**config.mk**
```make
export PLATFORM = sky130hd
export DESIGN_NAME = fwd_hazard_unit_flat
export DESIGN_NICKNAME = d
export VERILOG_FILES = /design/src/rtl/fwd_pkg.sv /design/src/rtl/fwd_hazard_unit_if.sv /design/src/rtl/fwd_match.sv /design/src/rtl/fwd_hazard_unit.sv /design/src/flat_wrapper.sv
export SDC_FILE = /design/constraint.sdc
export NUM_CORES = 1
export LEC_CHECK = 0
export ABC_CLOCK_PERIOD_IN_PS = 6700
export CAP_MARGIN = 20
export CORE_MARGIN = 2
export CORE_UTILIZATION = 54
export DETAILED_ROUTE_END_ITERATION = 8
export HOLD_SLACK_MARGIN = 0.12
export MAX_ROUTING_LAYER = met4
export PLACE_DENSITY = 0.85
export SLEW_MARGIN = 25
export SYNTH_ARGS = -nofsm -noshare
export SYNTH_HDL_FRONTEND = slang
export SYNTH_HIERARCHICAL = 1
export SYNTH_SLANG_ARGS = --single-unit
```
**constraint.sdc**
```tcl
create_clock -name clk -period 6.7 [get_ports clk]
set_input_delay 0.67 -clock clk [delete_from_list [all_inputs] [get_ports clk]]
set_output_delay 0.67 -clock clk [all_outputs]
set_load 0.01 [all_outputs]
```
**src/rtl/fwd_pkg.sv**
```systemverilog
// Shared types for the forwarding/hazard unit: tag-slot layout and latency clamp.
// Slot fields use fixed maximum widths so one struct serves every parameterisation.
package fwd_pkg;
    localparam int FWD_RF       = 0;
    localparam int FWD_MAX_AW   = 8;
    localparam int FWD_MAX_LATW = 4;

    typedef struct packed {
        logic                    valid;
        logic [FWD_MAX_AW-1:0]   rd;
        logic [FWD_MAX_LATW-1:0] lat;
    } fwd_slot_t;

    // Result latency is at least one stage and never beyond the last tracked slot.
    function automatic logic [FWD_MAX_LATW-1:0] clampLat(input logic [FWD_MAX_LATW-1:0] lat,
                                                         input int depth);
        if (lat == '0) return FWD_MAX_LATW'(1);
        if (int'(lat) > depth - 1) return FWD_MAX_LATW'(depth - 1);
        return lat;
    endfunction
endpackage

```
**src/rtl/fwd_hazard_unit_if.sv**
```systemverilog
// ID-stage request and EX-stage forwarding response bundle of the hazard unit.
interface fwd_hazard_unit_if #(
    parameter int REG_AW = 5,
    parameter int DEPTH  = 3,
    parameter int CNTW   = 16
);
    localparam int SELW = $clog2(DEPTH);

    logic              pipe_hold;
    logic              flush;
    logic              id_valid;
    logic [REG_AW-1:0] id_rs1;
    logic [REG_AW-1:0] id_rs2;
    logic              id_rs1_used;
    logic              id_rs2_used;
    logic [REG_AW-1:0] id_rd;
    logic              id_reg_write;
    logic [SELW-1:0]   id_lat;
    logic              id_stall;
    logic [SELW-1:0]   ex_fwd_a;
    logic [SELW-1:0]   ex_fwd_b;
    logic [CNTW-1:0]   stall_cnt;

    modport master (
        output pipe_hold, flush, id_valid, id_rs1, id_rs2, id_rs1_used, id_rs2_used,
               id_rd, id_reg_write, id_lat,
        input  id_stall, ex_fwd_a, ex_fwd_b, stall_cnt
    );
    modport slave (
        input  pipe_hold, flush, id_valid, id_rs1, id_rs2, id_rs1_used, id_rs2_used,
               id_rd, id_reg_write, id_lat,
        output id_stall, ex_fwd_a, ex_fwd_b, stall_cnt
    );
endinterface

```
**src/rtl/fwd_match.sv**
```systemverilog
// Youngest-producer priority encoder for one source operand over the tag slots.
module fwd_match
    import fwd_pkg::*;
#(
    parameter int REG_AW = 5,
    parameter int DEPTH  = 3
) (
    input  fwd_slot_t                    slots [DEPTH-1],
    input  logic                         srcEn,
    input  logic [REG_AW-1:0]            src,
    output logic [$clog2(DEPTH)-1:0]     sel,
    output logic                         notReady
);
    localparam int SELW = $clog2(DEPTH);

    // Scan oldest to youngest so the lowest-index match overrides.
    always_comb begin
        sel      = SELW'(FWD_RF);
        notReady = 1'b0;
        for (int j = DEPTH - 2; j >= 0; j--) begin
            if (srcEn && slots[j].valid && slots[j].rd == FWD_MAX_AW'(src)) begin
                sel      = SELW'(j + 1);
                notReady = int'(slots[j].lat) > j + 1;
            end
        end
    end
endmodule

```
**src/rtl/fwd_hazard_unit.sv**
```systemverilog
// Forwarding-select and load-use stall generation for an in-order pipeline of DEPTH
// tracked stages, with a saturating hazard-stall counter.
module fwd_hazard_unit
    import fwd_pkg::*;
#(
    parameter int REG_AW = 5,
    parameter int DEPTH  = 3,
    parameter int CNTW   = 16
) (
    input logic              clk,
    input logic              rst_n,
    fwd_hazard_unit_if.slave bus
);
    localparam int SELW  = $clog2(DEPTH);
    // The MEM/WB slot is never forwarded from (the register file covers it),
    // so only slots 0..DEPTH-2 are stored.
    localparam int NSLOT = DEPTH - 1;

    fwd_slot_t         slots [NSLOT];
    fwd_slot_t         newSlot;
    logic [REG_AW-1:0] src [2];
    logic [1:0]        srcEn;
    logic [1:0]        notReady;
    logic [SELW-1:0]   sel [2];
    logic              idStall;
    logic              issue;
    logic [SELW-1:0]   exFwdA, exFwdB;
    logic [CNTW-1:0]   stallCnt;

    assign src[0]   = bus.id_rs1;
    assign src[1]   = bus.id_rs2;
    assign srcEn[0] = bus.id_valid & bus.id_rs1_used & (bus.id_rs1 != '0);
    assign srcEn[1] = bus.id_valid & bus.id_rs2_used & (bus.id_rs2 != '0);

    for (genvar g = 0; g < 2; g++) begin : gOp
        fwd_match #(.REG_AW(REG_AW), .DEPTH(DEPTH)) uMatch (
            .slots    (slots),
            .srcEn    (srcEn[g]),
            .src      (src[g]),
            .sel      (sel[g]),
            .notReady (notReady[g])
        );
    end

    assign idStall = bus.id_valid & ~bus.flush & (|notReady);
    assign issue   = bus.id_valid & ~bus.flush & ~idStall;

    // Non-writers and rd=0 enter as bubbles: they can never be producers.
    always_comb begin
        newSlot       = '0;
        newSlot.valid = issue & bus.id_reg_write & (bus.id_rd != '0);
        newSlot.rd    = FWD_MAX_AW'(bus.id_rd);
        newSlot.lat   = clampLat(FWD_MAX_LATW'(bus.id_lat), DEPTH);
    end

    always_ff @(posedge clk or negedge rst_n) begin
        if (!rst_n) begin
            for (int i = 0; i < NSLOT; i++) slots[i] <= '0;
            exFwdA   <= '0;
            exFwdB   <= '0;
            stallCnt <= '0;
        end else if (!bus.pipe_hold) begin
            slots[0] <= newSlot;
            for (int i = 1; i < NSLOT; i++) slots[i] <= slots[i-1];
            exFwdA <= issue ? sel[0] : SELW'(FWD_RF);
            exFwdB <= issue ? sel[1] : SELW'(FWD_RF);
            if (idStall && stallCnt != '1) stallCnt <= stallCnt + CNTW'(1);
        end
    end

    assign bus.id_stall  = idStall;
    assign bus.ex_fwd_a  = exFwdA;
    assign bus.ex_fwd_b  = exFwdB;
    assign bus.stall_cnt = stallCnt;
endmodule

```
**src/flat_wrapper.sv**
```systemverilog
// flat-port wrapper written by rule: the top's interface ports become plain ports
module fwd_hazard_unit_flat import fwd_pkg::*;
#(
    parameter int REG_AW = 5,
    parameter int DEPTH  = 3,
    parameter int CNTW   = 16
)
  (clk, rst_n, bus_pipe_hold, bus_flush, bus_id_valid, bus_id_rs1, bus_id_rs2, bus_id_rs1_used, bus_id_rs2_used, bus_id_rd, bus_id_reg_write, bus_id_lat, bus_id_stall, bus_ex_fwd_a, bus_ex_fwd_b, bus_stall_cnt);
  fwd_hazard_unit_if #(.REG_AW(REG_AW), .DEPTH(DEPTH), .CNTW(CNTW)) bus_i ();
  input logic clk;
  input logic rst_n;
  input wire logic [$bits(bus_i.pipe_hold)-1:0] bus_pipe_hold;
  input wire logic [$bits(bus_i.flush)-1:0] bus_flush;
  input wire logic [$bits(bus_i.id_valid)-1:0] bus_id_valid;
  input wire logic [$bits(bus_i.id_rs1)-1:0] bus_id_rs1;
  input wire logic [$bits(bus_i.id_rs2)-1:0] bus_id_rs2;
  input wire logic [$bits(bus_i.id_rs1_used)-1:0] bus_id_rs1_used;
  input wire logic [$bits(bus_i.id_rs2_used)-1:0] bus_id_rs2_used;
  input wire logic [$bits(bus_i.id_rd)-1:0] bus_id_rd;
  input wire logic [$bits(bus_i.id_reg_write)-1:0] bus_id_reg_write;
  input wire logic [$bits(bus_i.id_lat)-1:0] bus_id_lat;
  output wire logic [$bits(bus_i.id_stall)-1:0] bus_id_stall;
  output wire logic [$bits(bus_i.ex_fwd_a)-1:0] bus_ex_fwd_a;
  output wire logic [$bits(bus_i.ex_fwd_b)-1:0] bus_ex_fwd_b;
  output wire logic [$bits(bus_i.stall_cnt)-1:0] bus_stall_cnt;
  assign bus_i.pipe_hold = bus_pipe_hold;
  assign bus_i.flush = bus_flush;
  assign bus_i.id_valid = bus_id_valid;
  assign bus_i.id_rs1 = bus_id_rs1;
  assign bus_i.id_rs2 = bus_id_rs2;
  assign bus_i.id_rs1_used = bus_id_rs1_used;
  assign bus_i.id_rs2_used = bus_id_rs2_used;
  assign bus_i.id_rd = bus_id_rd;
  assign bus_i.id_reg_write = bus_id_reg_write;
  assign bus_i.id_lat = bus_id_lat;
  assign bus_id_stall = bus_i.id_stall;
  assign bus_ex_fwd_a = bus_i.ex_fwd_a;
  assign bus_ex_fwd_b = bus_i.ex_fwd_b;
  assign bus_stall_cnt = bus_i.stall_cnt;
  fwd_hazard_unit #(.REG_AW(REG_AW), .DEPTH(DEPTH), .CNTW(CNTW)) u_core (.clk(clk), .rst_n(rst_n), .bus(bus_i));
endmodule
```
==> Slide: Implementation Results, run 1 <==
Key Metrics from the Run

Status
  – Status: complete, no violations

Detailed routing
  – First DRT Iteration DRCs: 118
  – Met2 Wirelength: 1.98 mm
  – 1st-pass router iterations: 4
  – WL/cell: between 10 and 15 microns
  – Met1 wire length: 2.00 mm

Pwr
  – VDD IR-drop max: 0.000185 V
  – Combinational fraction of design power: approximately an eighth
  – Clk. pwr: roughly 200 uW
  – Power, Total: between 500 and 600 uW
  – Int Power: just under 400 uW
  – Leakage: approximately 0.0012 uW
  – Sw frac: between 20 and 25%
  – Total combinational power: about 63 uW
  – Register share of total power: a little under half
  – NetSw: 111 uW
  – Flop+latch power: 241 uW

Die
  – Starting density of the core: 56.0%
  – Core Area: about 0.0037 sq mm

Layout
  – Data buffer area share: 16.3%
  – Logic area: between 0.001 and 0.0015 sq mm
  – Top cells excl fill/tap: clkdlybuf4s50_1 (44), dfrtp_1 (36), xor2_1 (22)
  – Nonclk buf count: about 45
  – Final Net Count: around 270
  – Clock network area share: under 10%
  – Biggest Area Class: combinational gates
  – Fin util: 75.1%
  – Nonclk inv count: 2
  – Comb_multi_in: ~160
  – Most frequent logic cell in the layout: clkdlybuf4s50_1

Critical path
  – WP depth: 10
  – Worst Path Max Fanout: 4
  – Worst path bufs/invs: 2
  – Worst R2R Path Depth: 8
  – CP endpoint: bus_id_stall
  – Slowest cell on the critical path: clkdlybuf4s50_1
  – RR Startpoint: u_core/slots[18]
  – CP Launch Point: bus_id_rs1[3]
  – Worst Setup End Kind: output pin
  – Largest delay share family, worst path: buffers and inverters
  – Crit-path cells: clkdlybuf4s50_1 > or3_1 > o311a_1 > nand3b_1 > nor4_1 > nand3_1 > mux2i_1 > nor2_1 > nor3b_1 > clkdlybuf4s50_1

Hold path
  – Hold endpoint: u_core/bus.ex_fwd_a[1]
  – Worst Hold Path Cells: 1
  – Hold WC Path Type: flop to flop

Clock network
  – CTS Buf Count: 5
  – Clk Tree Root Cell: clkbuf_8
  – Post-CTS Resized: 0
  – CTS tree: done
  – Hold-fix buffers, CTS: 0
  – Worst-path clk slew: around 0.060 ns

Placed design
  – Port Buf Inserts: 44
  – DP HPWL: 3.12 mm

Global routing
  – Vias in the first global route: 1509
  – First-pass GRT wire length: ~7.1 mm
  – Largest net degree at the start of global routing: 37
  – Antenna violations before repair: 0
  – Tot GR Track Use: 22.1%

Synth
  – Mux area share: between 10 and 15%
  – Yosys Chip Area: roughly 0.0020 sq mm
  – Yosys top cell by instances: dfrtp_1
  – Main area contributors: dfrtp_1 (44%), xor2_1 (9.4%), mux2_2 (7.7%), xnor2_1 (3.8%), nor4_4 (3.1%)
  – Ys cells: between 150 and 200
  – Cells after Synth: 179
  – Yosys cell types: ~43
  – Post-synth top cells: dfrtp_1 (36), xor2_1 (22), mux2_2 (14)
  – AO/OA Area Share: under 10%
  – Post-synth EDFFs: 0
  – Synth flops: 36
  – Largest logic family: simple AND/OR/NAND/NOR gates

STA
  – Skew final: roughly 0.0066 ns
  – Slew HR: between 30% and 40%
  – Final hold viol count: 0
  – Hold_ws: ~0.5 ns
  – Final Max Tran Viols: 0
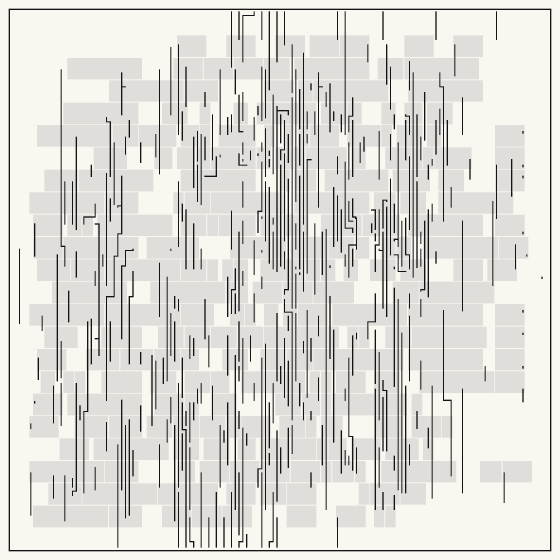
Fig. 1. The metal 2 layer (run 1).
wire length on this layer: 1980 microns
longest straight run: 34.0 microns
share of all routed wire: 48%

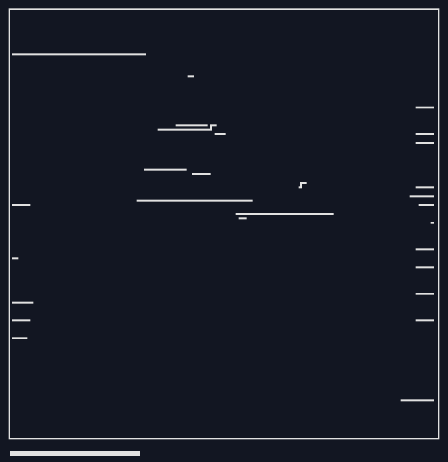
Fig. 2. M3 wires (run 1).
The bar under the picture is 20 microns long.
share of all routed wire: 2.9%
longest straight run: 20.2 microns
routing usage on met3: 3.94%
vias after detailed routing: 1584
final WL: 4.13 mm

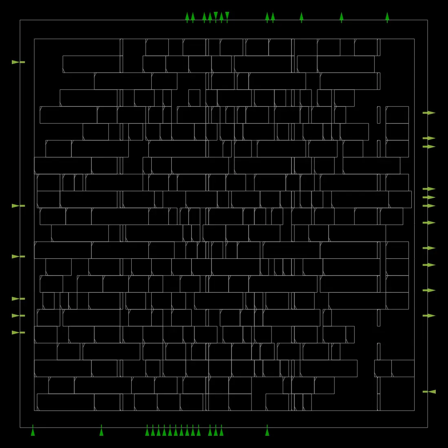
Fig. 3. Cell placement (run 1).
Non-Filler Instances: 297
# fillers: 257
Cell Rows: 22
Tapcells: 48
sequential cell count: 36

--- run 2 (diff from run 1) ---
ABC_CLOCK_PERIOD_IN_PS = 4300   (was 6700)
CORE_UTILIZATION = 50   (was 54)
PLACE_DENSITY = 0.79   (was 0.85)
clock period = 4.3 ns   (was 6.7 ns; I/O delays follow)
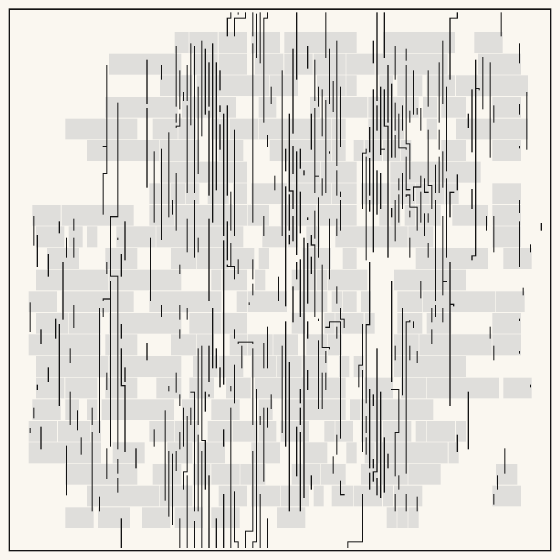
Fig. 4. The metal 2 layer (run 2).
nets with wire on the layer: 238
main direction: vertical
longest straight run: 32.6 microns

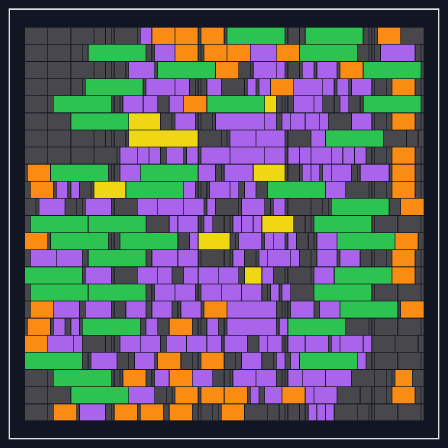
Fig. 5. Placed cells, one colour a class (run 2).
Fill, decap, tap and diode cells in grey.
legend:
  green:
    class: sequential cells
    cells: 36
  orange:
    class: remaining buffers and delay cells
    cells: 45
  purple:
    class: combinational and other logic
    cells: 160
  yellow:
    class: clock drivers and dummy loads
    cells: 8
post-route cell area: 0.00274 sq mm
Core Area: 0.00397 sq mm

==> Slide: Implementation Results, run 2 <==
Key Metrics from the Run

Status
  – Status: complete, no violations

Synth
  – Ys cells: 179
  – Post-synth EDFFs: 0
  – AO/OA Area Share: under 10%
  – Largest logic family: simple AND/OR/NAND/NOR gates
  – Cells after Synth: about 180
  – Post-synth top cells: dfrtp_1 (36), xor2_1 (22), mux2_2 (14)
  – Yosys top cell by instances: dfrtp_1
  – Yosys Chip Area: roughly 0.0020 sq mm
  – Synth flops: 36
  – Main area contributors: dfrtp_1 (44%), xor2_1 (9.4%), mux2_2 (7.7%), xnor2_1 (3.8%), nor4_4 (3.1%)
  – Mux area share: 10.3%
  – Yosys cell types: 43

Die
  – Chip height: a little under 70 microns
  – Starting density of the core: approximately half
  – Cell Rows: 23
  – Tapcells: around 50

Layout
  – Clock network area share: roughly 4%
  – Nonclk inv count: 2
  – Fin util: between 60% and 70%
  – Sequential cell count: 36
  – Most frequent logic cell in the layout: clkdlybuf4s50_1
  – Top cells excl fill/tap: clkdlybuf4s50_1 (44), dfrtp_1 (36), xor2_1 (22)
  – Non-Filler Instances: about 300
  – # fillers: 321
  – Logic area: about 0.0012 sq mm
  – Data buffer area share: around 16%
  – Nonclk buf count: between 40 and 50
  – Comb_multi_in: between 150 and 200
  – Biggest Area Class: combinational gates
  – Final Net Count: roughly 270

Pwr
  – Combinational fraction of design power: 12.9%
  – Sw frac: 23.6%
  – VDD IR-drop max: 0.000214 V
  – Leakage: between 0.001 and 0.0015 uW
  – Register share of total power: 49.3%
  – Power, Total: 762 uW
  – Clock power share: around 38%
  – Flop+latch power: ~380 uW
  – Int Power: slightly below 600 uW
  – NetSw: 180 uW
  – Clk. pwr: about 290 uW
  – Total combinational power: 98.6 uW

Critical path
  – Worst path bufs/invs: 2
  – CP Launch Point: bus_id_rs2[3]
  – Critical Path RT: between 3 and 4 ns
  – Slowest cell on the critical path: clkdlybuf4s50_1
  – Crit-path cells: clkdlybuf4s50_1 > or3_1 > o311a_1 > nand3b_1 > nor4_1 > nand3_1 > mux2i_1 > nor2_1 > nor3b_1 > clkdlybuf4s50_1
  – RR Startpoint: u_core/slots[21]
  – Worst Path Max Fanout: 4
  – CP endpoint: bus_id_stall
  – Largest delay share family, worst path: simple AND/OR/NAND/NOR gates
  – WP depth: 10
  – Worst R2R Path Depth: 8

Clock network
  – Post-CTS Resized: 0
  – Worst-path clk slew: 0.07 ns
  – Clk Tree Root Cell: clkbuf_8
  – Hold-fix buffers, CTS: 0
  – CTS Buf Count: 5
  – CTS tree: done

Detailed routing
  – WL/cell: 13.7 microns
  – Met1 wire length: roughly 2.0 mm
  – Final WL: about 4.1 mm
  – 1st-pass router iterations: 4
  – Antenna Nets Post-Route: 0
  – Vias after detailed routing: 1575
  – Met2 Wirelength: between 1.5 and 2 mm
  – First DRT Iteration DRCs: slightly above 80
  – Met3 routed WL: roughly 170 microns

Global routing
  – Routing usage on met3: under 10%
  – Largest net degree at the start of global routing: 37
  – Antenna violations before repair: 0
  – Vias in the first global route: approximately 1500
  – First-pass GRT wire length: approximately 7.0 mm
  – Met1 Use GR: about 29%
  – Tot GR Track Use: between 20% and 30%

STA
  – Slew HR: about 37%
  – Hold_ws: around 0.49 ns
  – Skew final: ~0.0068 ns
  – Final hold viol count: 0
  – Final Max Tran Viols: 0

Hold path
  – Hold WC Path Type: flop to flop
  – Worst Hold Path Cells: 2
  – Hold path startpoint: u_core/slots[13]
  – Hold endpoint: u_core/slots[13]

Placed design
  – Port Buf Inserts: roughly 44
  – DP HPWL: approximately 3.2 mm
  – Placer congestion estimate: between 0.9 and 1
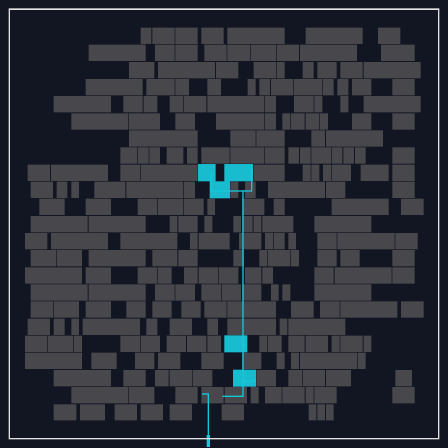
Fig. 6. I/O nets highlighted (run 2).
legend:
  cyan:
    port: bus_id_valid
    direction: input
    edge: bottom
    end_cells: 5
    buffers: 1
    wire: 59.3 microns

--- run 3 (diff from run 2) ---
ABC_CLOCK_PERIOD_IN_PS = 3450   (was 4300)
clock period = 3.45 ns   (was 4.3 ns; I/O delays follow)
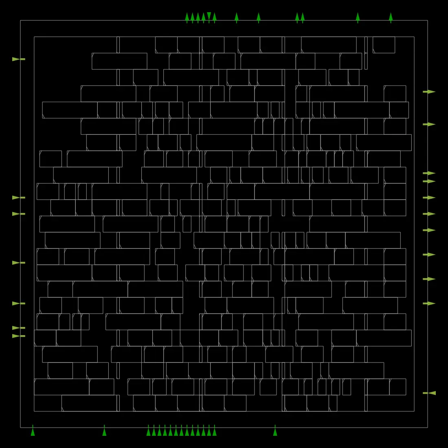
Fig. 7. Cell placement (run 3).
Tapcells: 50
Cell Rows: 23
flop share of the area: 32.5%

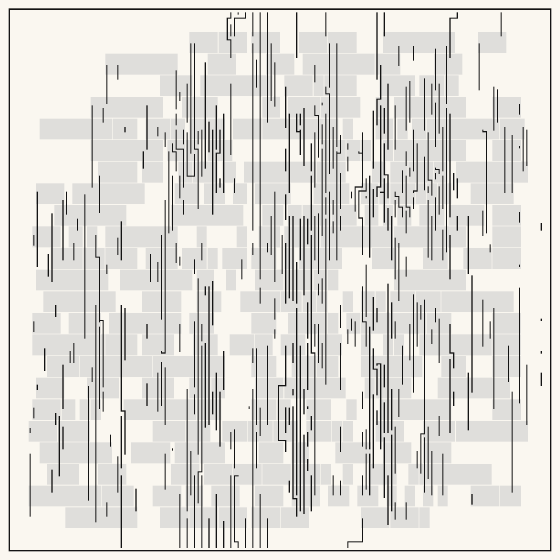
Fig. 8. The metal 2 layer (run 3).
final WL: 4.38 mm
M2 GR Usage: 35.0%
vias after detailed routing: 1609

==> Slide: Implementation Results, run 3 <==
Key Metrics from the Run

Clock network
  – CTS tree: done
  – Hold-fix buffers, CTS: 0
  – CTS Buf Count: 5
  – Post-CTS Resized: 0

Layout
  – Comb_multi_in: ~160
  – Non-Filler Instances: 303
  – Biggest Area Class: combinational gates
  – Clock network area share: roughly 3.4%
  – Nonclk inv count: 2
  – # fillers: between 300 and 400
  – Post-route cell area: around 0.0028 sq mm
  – Data buffer area share: between 10% and 20%

Detailed routing
  – Antenna Nets Post-Route: 0
  – 1st-pass router iterations: 4
  – First DRT Iteration DRCs: ~73
  – Met3 routed WL: around 130 microns
  – WL/cell: around 14 microns

Synth
  – Cells after Synth: around 180
  – Largest logic family: simple AND/OR/NAND/NOR gates
  – Mux area share: between 10% and 20%
  – Main area contributors: dfrtp_1 (44%), xor2_1 (9.4%), mux2_2 (7.7%), xnor2_1 (3.8%), nor4_4 (3.1%)
  – AO/OA Area Share: 6.04%
  – Yosys top cell by instances: dfrtp_1
  – Post-synth EDFFs: 0
  – Yosys cell types: about 43

Global routing
  – Routing usage on met3: under 10%
  – Tot GR Track Use: 22.4%
  – Antenna violations before repair: 0
  – Met1 Use GR: between 20% and 30%
  – Largest net degree at the start of global routing: 37

Pwr
  – Int Power: 676 uW
  – Register share of total power: between 50% and 60%
  – Flop+latch power: around 470 uW
  – Combinational fraction of design power: 14.1%
  – Sw frac: 25.8%
  – NetSw: approximately 230 uW
  – Leakage: roughly 0.0012 uW

Critical path
  – Worst R2R Path Depth: 9
  – CP endpoint: bus_id_stall
  – CP Launch Point: bus_id_rs2[0]
  – Critical Path RT: 3.11 ns
  – Largest delay share family, worst path: buffers and inverters
  – Worst Path Max Fanout: 3
  – Crit-path cells: clkdlybuf4s50_1 > or3_1 > o311a_1 > nand3_2 > nor4_4 > mux2i_4 > nor2_1 > nor3b_1 > clkdlybuf4s50_1

Status
  – Status: complete, no violations

Die
  – Core Area: slightly below 0.004 sq mm

Placed design
  – Placer congestion estimate: between 0.9 and 1
  – Port Buf Inserts: between 40 and 50

STA
  – Skew final: approximately 0.0066 ns
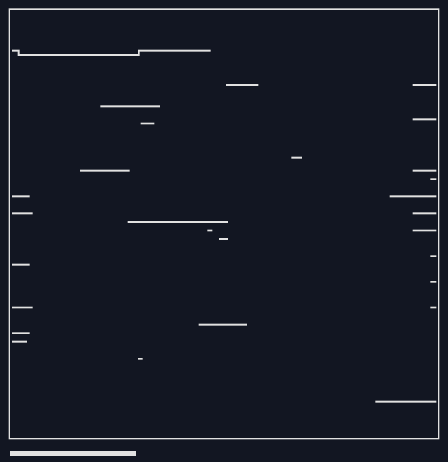
Fig. 9. M3 wires (run 3).
The bar under the picture is 20 microns long.
main direction: horizontal
nets with wire on the layer: 23
wire length on this layer: 134 microns

No activity file was given, so power comes from the tool's default toggle rates.
